Design pipe_ctrl_unit, sky130hd; sources not shown.
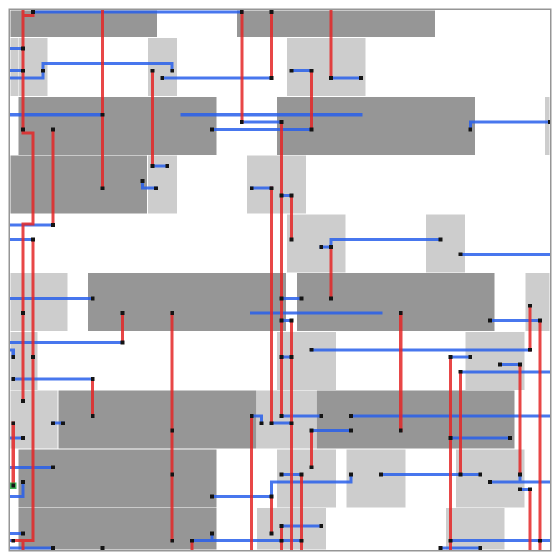
Fig. 1. A small window of the routed layout (run 1).
Region (47, 47) to (72, 72) um. Cells in gray, sequential cells in the stronger gray; small squares are vias.
[metal 3] green
[metal 1] blue
[metal 2] red
cells with their middle in the window: 27
most frequent: dfrtp_1 (9), buf_4 (8), nor2_1 (3)
sequential cells in the window: 9

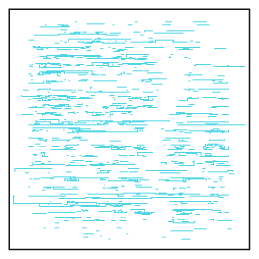
Fig. 2. Met1 routing (run 1).
(3 px per um)
longest straight run: 25.3 um
wire length on this layer: 2,150 um
nets with wire on the layer: 347
share of all routed wire: 40%
main direction: horizontal
Vias: 1,947
routed wire length: 5380 um
met1 usage: 19.80%

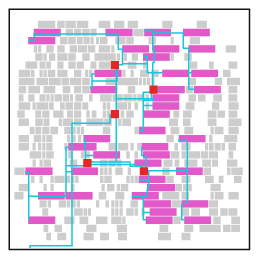
Fig. 3. Clock distribution (run 1).
(3 px per um)
[flip-flops] magenta | count: 40
[clock drivers] red | count: 5
[clock wires] cyan | length: 477 um
routed clock nets: 6
P_clk: 0.507 mW
Clock Skew: 0.003425 ns

==> Changelog: implementation, run 1 <==
### Changed

- Asr flop ratio synth: 100.0%
- Hold WS: about 0.25 ns
- Switching Share: about a quarter
- Share of layout cells above drive strength 1: 41.32%
- Final Setup Violations: 9
- Buffers on Ports: approximately 66
- Post-route insts no fill: around 450
- Vias in the first global route: 1,871
- Non-clk bufs: roughly 150
- CP Launch Type: input pin
- Basic Gates by Area: a little under a quarter
- All-layer global routing usage: 17.97%
- Dominant comb cell: simple AND/OR/NAND/NOR gates
- Placed Area: just over 3000 um^2
- Num CTS Buffers: 5
- Maxcap violations: 0
- Clock Tree Buf Depth: 2
- Reg area: about 1000 um^2
- Worst Tran Pin Value: approximately 0.52 ns
- Buf/Inv on CP: 4
- Tool warning count: 29
- Failing checks: negative setup slack
- Die H: between 70 and 80 um
- Yosys warnings: 0
- Critical-path top delay cell: clkdlybuf4s50_1
- Synth cell types: 23
- Die area: 6335 um^2
- Slack of the critical path: -0.1128 ns
- Outcome: complete, but fails checks
- Fraction of area in multi-input gates: 27.17%
- Post-synthesis register bit count: 40
- Avg Inst Size Synth: roughly 8.3 um^2
- Cts repair resizes: 126
- CP cell instances: clkdlybuf4s50_1, nand3_2, inv_1, nand2_4, inv_2, buf_6
- Layout clock area frac: under 10%
- H-tree Lvls: 2
- Clk ins delay skew pair: ~0.34 ns
- Final Critical Period: ~2.2 ns
- Max-area cell class: non-clock buffers
- Seq pwr: 0.780 mW
- PwrDens: ~430 nW/um^2
- Maximum VDD drop: 0.0002992 V
- Placed cells: slightly above 400
- Top_reg_cell synth: dfrtp_1
- MI comb cells: between 150 and 200
- WL per Instance: 11.90 um
- Final Max Tran Viols: 0
- Mux frac, synth: 0%
- # diodes: 0
- Comb power: about 0.23 mW
- # clock sinks: 40
- Fin area: ~3500 um^2
- Commonest Layout Cell: buf_4
- HPWL Detailed: approximately 3700 um
-- run 1: per-layer routing --
| metal | wire, um | track usage, % | vias to the layer above |
|---|---|---|---|
| li1 | - | - | 1011 |
| met1 | 2146 | 19.80 | 876 |
| met2 | 2914 | 32.91 | 48 |
| met3 | 191 | 3.657 | 12 |
| met4 | 127 | 8.000 | 0 |
| met5 | 0 | 0 | - |
-- run 1: metrics by stage --
stage          TNS (ns)  power (mW)  worst slack (ns)  utilization (%)
6_report        -0.5958       1.512           -0.1128            61.97
5_1_grt          -1.289       1.582           -0.1917            61.97
4_1_cts         -0.6891       1.509           -0.1363            59.04
3_5_place_dp     -10.03      0.9926           -0.9901            54.05
3_3_place_gp     -9.690      0.9923           -0.9568            54.05
2_1_floorplan   -0.3471      0.8697           -0.1735                -
Fig. 4: run 1, gate-type map
(3 px per um)
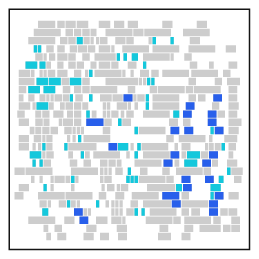

==> run 2: changes to the inputs <==
Settings changed: MAX_ROUTING_LAYER from default to met4, SKIP_CTS_REPAIR_TIMING from default to 1.
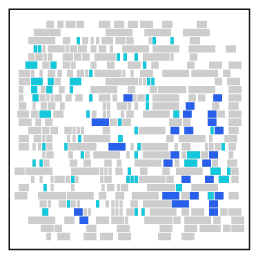
Fig. 5. Gate-type map (run 2).
(3 px per um)
[xor and xnor cells] blue | cells: 25
[nor cells] cyan | cells: 58
post-route insts no fill: 430
fraction of area in multi-input gates: 27.27%
Commonest Layout Cell: buf_4

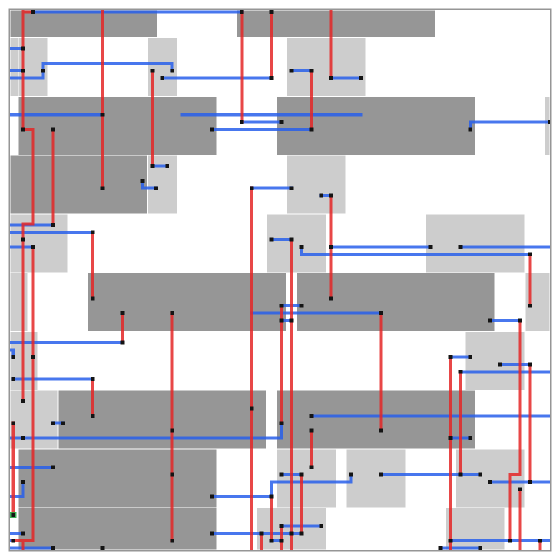
Fig. 6. A small window of the routed layout (run 2).
Region (47, 47) to (72, 72) um. Cells in gray, sequential cells in the stronger gray; small squares are vias.
[metal 2] red
[metal 1] blue
[metal 3] green
cells with their middle in the window: 25
sequential cells in the window: 9
most frequent: dfrtp_1 (8), buf_4 (6), nor2_1 (3)

==> Changelog: implementation, run 2 <==
### Changed

- Outcome: complete, but fails checks (unchanged)
- Failing checks: negative setup slack (unchanged)
- All-layer global routing usage: 17.04% (was 17.97%)
- Reg power frac: 52.0% (was 51.6%)
- # diodes: 0 (unchanged)
- # clock sinks: 40 (unchanged)
- Die area: 6335 um^2 (unchanged)
- Logic gate share of total power: 14.2% (was 14.9%)
- Reg2reg setup slack: 0.64 ns (was 0.52 ns)
- Top_reg_cell synth: dfrtp_1 (unchanged)
- Placed Area: 3049 um^2 (unchanged)
- Non-clk bufs: 123 (was 145)
- Crit path DAT: 1.59 ns (was 1.58 ns)
- Mapped Cells: 253 (unchanged)
- NetSw: 0.3563 mW (was 0.3618 mW)
- Pre-CTS setup slack: -0.9901 ns (unchanged)
- Leakage: 2.204 nW (was 1.987 nW)
- Clk ins delay skew pair: 0.34 ns (about the same)
- Reg area: 1010 um^2 (was 1005 um^2)
- Setup TNS: -0.6023 ns (was -0.5958 ns)
- Final Critical Period: 2.224 ns (was 2.213 ns)
- Final Setup Violations: 8 (was 9)
- Final Max Tran Viols: 0 (unchanged)
- Crit Path Category: input pin to output port (unchanged)
- DRC: 0 (unchanged)
- Pwr top: registers (unchanged)
- Met3 Track Usage GR: 3.086% (was 3.657%)
- Comb power: 0.214 mW (was 0.225 mW)
- Top cells excl fill/tap: buf_4 (61), nor2_1 (40), dfrtp_1 (33), nand2_1 (31), dlymetal6s2s_1 (31) (was buf_4 (81), nor2_1 (39), dfrtp_1 (37), nand2_1 (31), inv_1 (28))
- Layout fillers: 541 (was 526)
- P_clk: 0.508 mW (was 0.507 mW)
- Vias: 1,838 (was 1,947)
- Floorplan die width: 79.59 um (unchanged)
- Seq_cells: 40 (unchanged)
- WL per Instance: 11.50 um (was 11.90 um)
- Crit end category: output port (unchanged)
- Root Buffer: clkbuf_4 (unchanged)
- Hold WS: 0.2500 ns (was 0.2491 ns)
- Vias in the first global route: 1,741 (was 1,871)
- Num CTS Buffers: 5 (unchanged)
- Layout clock area frac: 2.356% (was 2.291%)
- Placed cells: 414 (unchanged)
- First-pass GRT wire length: 7872 um (was 8500 um)
- Max-area cell class: non-clock buffers (unchanged)
- Maximum VDD drop: 0.0002923 V (was 0.0002992 V)
- Share of layout cells above drive strength 1: 37.15% (was 41.32%)
- CP peak stage delay: 0.16 ns (was 0.52 ns)
- Switching Share: 23.72% (was 23.93%)
- Seq pwr: 0.781 mW (was 0.780 mW)
- Max transition margin: 64.81% (was 65.30%)
- Buffers on Ports: 66 (unchanged)
- Die H: 79.59 um (unchanged)
- Avg Inst Size Synth: 8.328 um^2 (unchanged)
- MI comb area: 927.1 um^2 (was 949.7 um^2)
- Slack of the critical path: -0.1243 ns (was -0.1128 ns)
- HPWL Detailed: 3719 um (unchanged)
- PwrDens: 441.9 nW/um^2 (was 432.6 nW/um^2)
- CP Launch Type: input pin (unchanged)
- Post-synthesis register bit count: 40 (unchanged)
- Routed wire length: 4946 um (was 5380 um)
- MI comb cells: 153 (unchanged)
- Maxcap violations: 0 (unchanged)
- Total power: 1.502 mW (was 1.512 mW)
- Clock Skew: 0.003948 ns (was 0.003425 ns)
- Synth cell types: 23 (unchanged)
- Buf/Inv on CP: 3 (was 4)
- Fin area: 3400 um^2 (was 3496 um^2)
- Max-area cell share: 47.51% (unchanged)
- Int Power: 1.146 mW (was 1.150 mW)
- Yosys stat area: 2107 um^2 (unchanged)
- Clock Tree Buf Depth: 2 (unchanged)
- Total iterations of the first detailed-routing run: 4 (unchanged)
- Tool warning count: 28 (was 29)
- Critical-path top delay cell: buf_4 (was clkdlybuf4s50_1)
- Core area: 5642 um^2 (unchanged)
- H-tree Lvls: 2 (unchanged)
- Max Fanout on Critical Path: 4 (unchanged)
- Inverters: 34 (unchanged)
- Asr flop ratio synth: 100.0% (unchanged)
- Worst Tran Pin Value: 0.5278 ns (was 0.5205 ns)
- CP cell instances: clkbuf_2, inv_1, nor2_2, nand3_1, nand3_1, nand2_1, nand2_2, nand2_4, buf_4 (was clkdlybuf4s50_1, nand3_2, inv_1, nand2_4, inv_2, buf_6)
- Cell family with most CP delay: simple AND/OR/NAND/NOR gates (was buffers and inverters)
- Yosys warnings: 0 (unchanged)
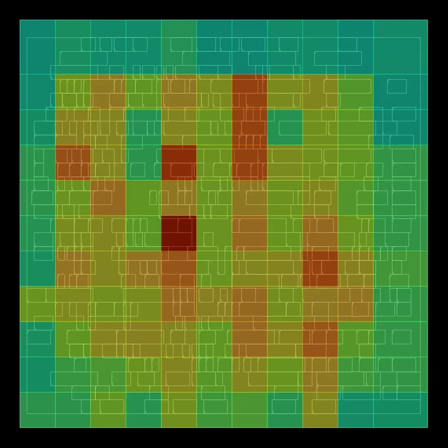
Fig. 7. Congestion heat map (run 2).
met1 usage: 19.87%
busiest grt layer: met2
met2 GRT Util: 28.55%
post-layout util: 60.26%

run 2: cell count changes in the layout (fill, tap and decap cells not counted), moves of 3 or more:
cell / previous run / this run
dlygate4sd2_1: 18 / 0
dlymetal6s2s_1: 4 / 31
buf_4: 81 / 61
nor2_2: 6 / 9
dfrtp_1: 37 / 33
nand3_2: 5 / 2
clkdlybuf4s15_1: 5 / 0
nand3_1: 6 / 9
dfrtp_2: 3 / 7
nor2_4: 8 / 4
run 2: cell families after synthesis:
group	share of synthesized area, %
AND/OR/NAND/NOR	23.69
buffers and inverters	15.50
flip-flops	47.51
XOR/XNOR	10.39
AND-OR/OR-AND	2.910
run 2: layer usage:
layer	routed length (um)	part of all wire, %
met1	2063	42
met4	53	1.1
met2	2615	53
met3	213	4.3
met5	0	0
Power is estimated from default activity; no workload was simulated.
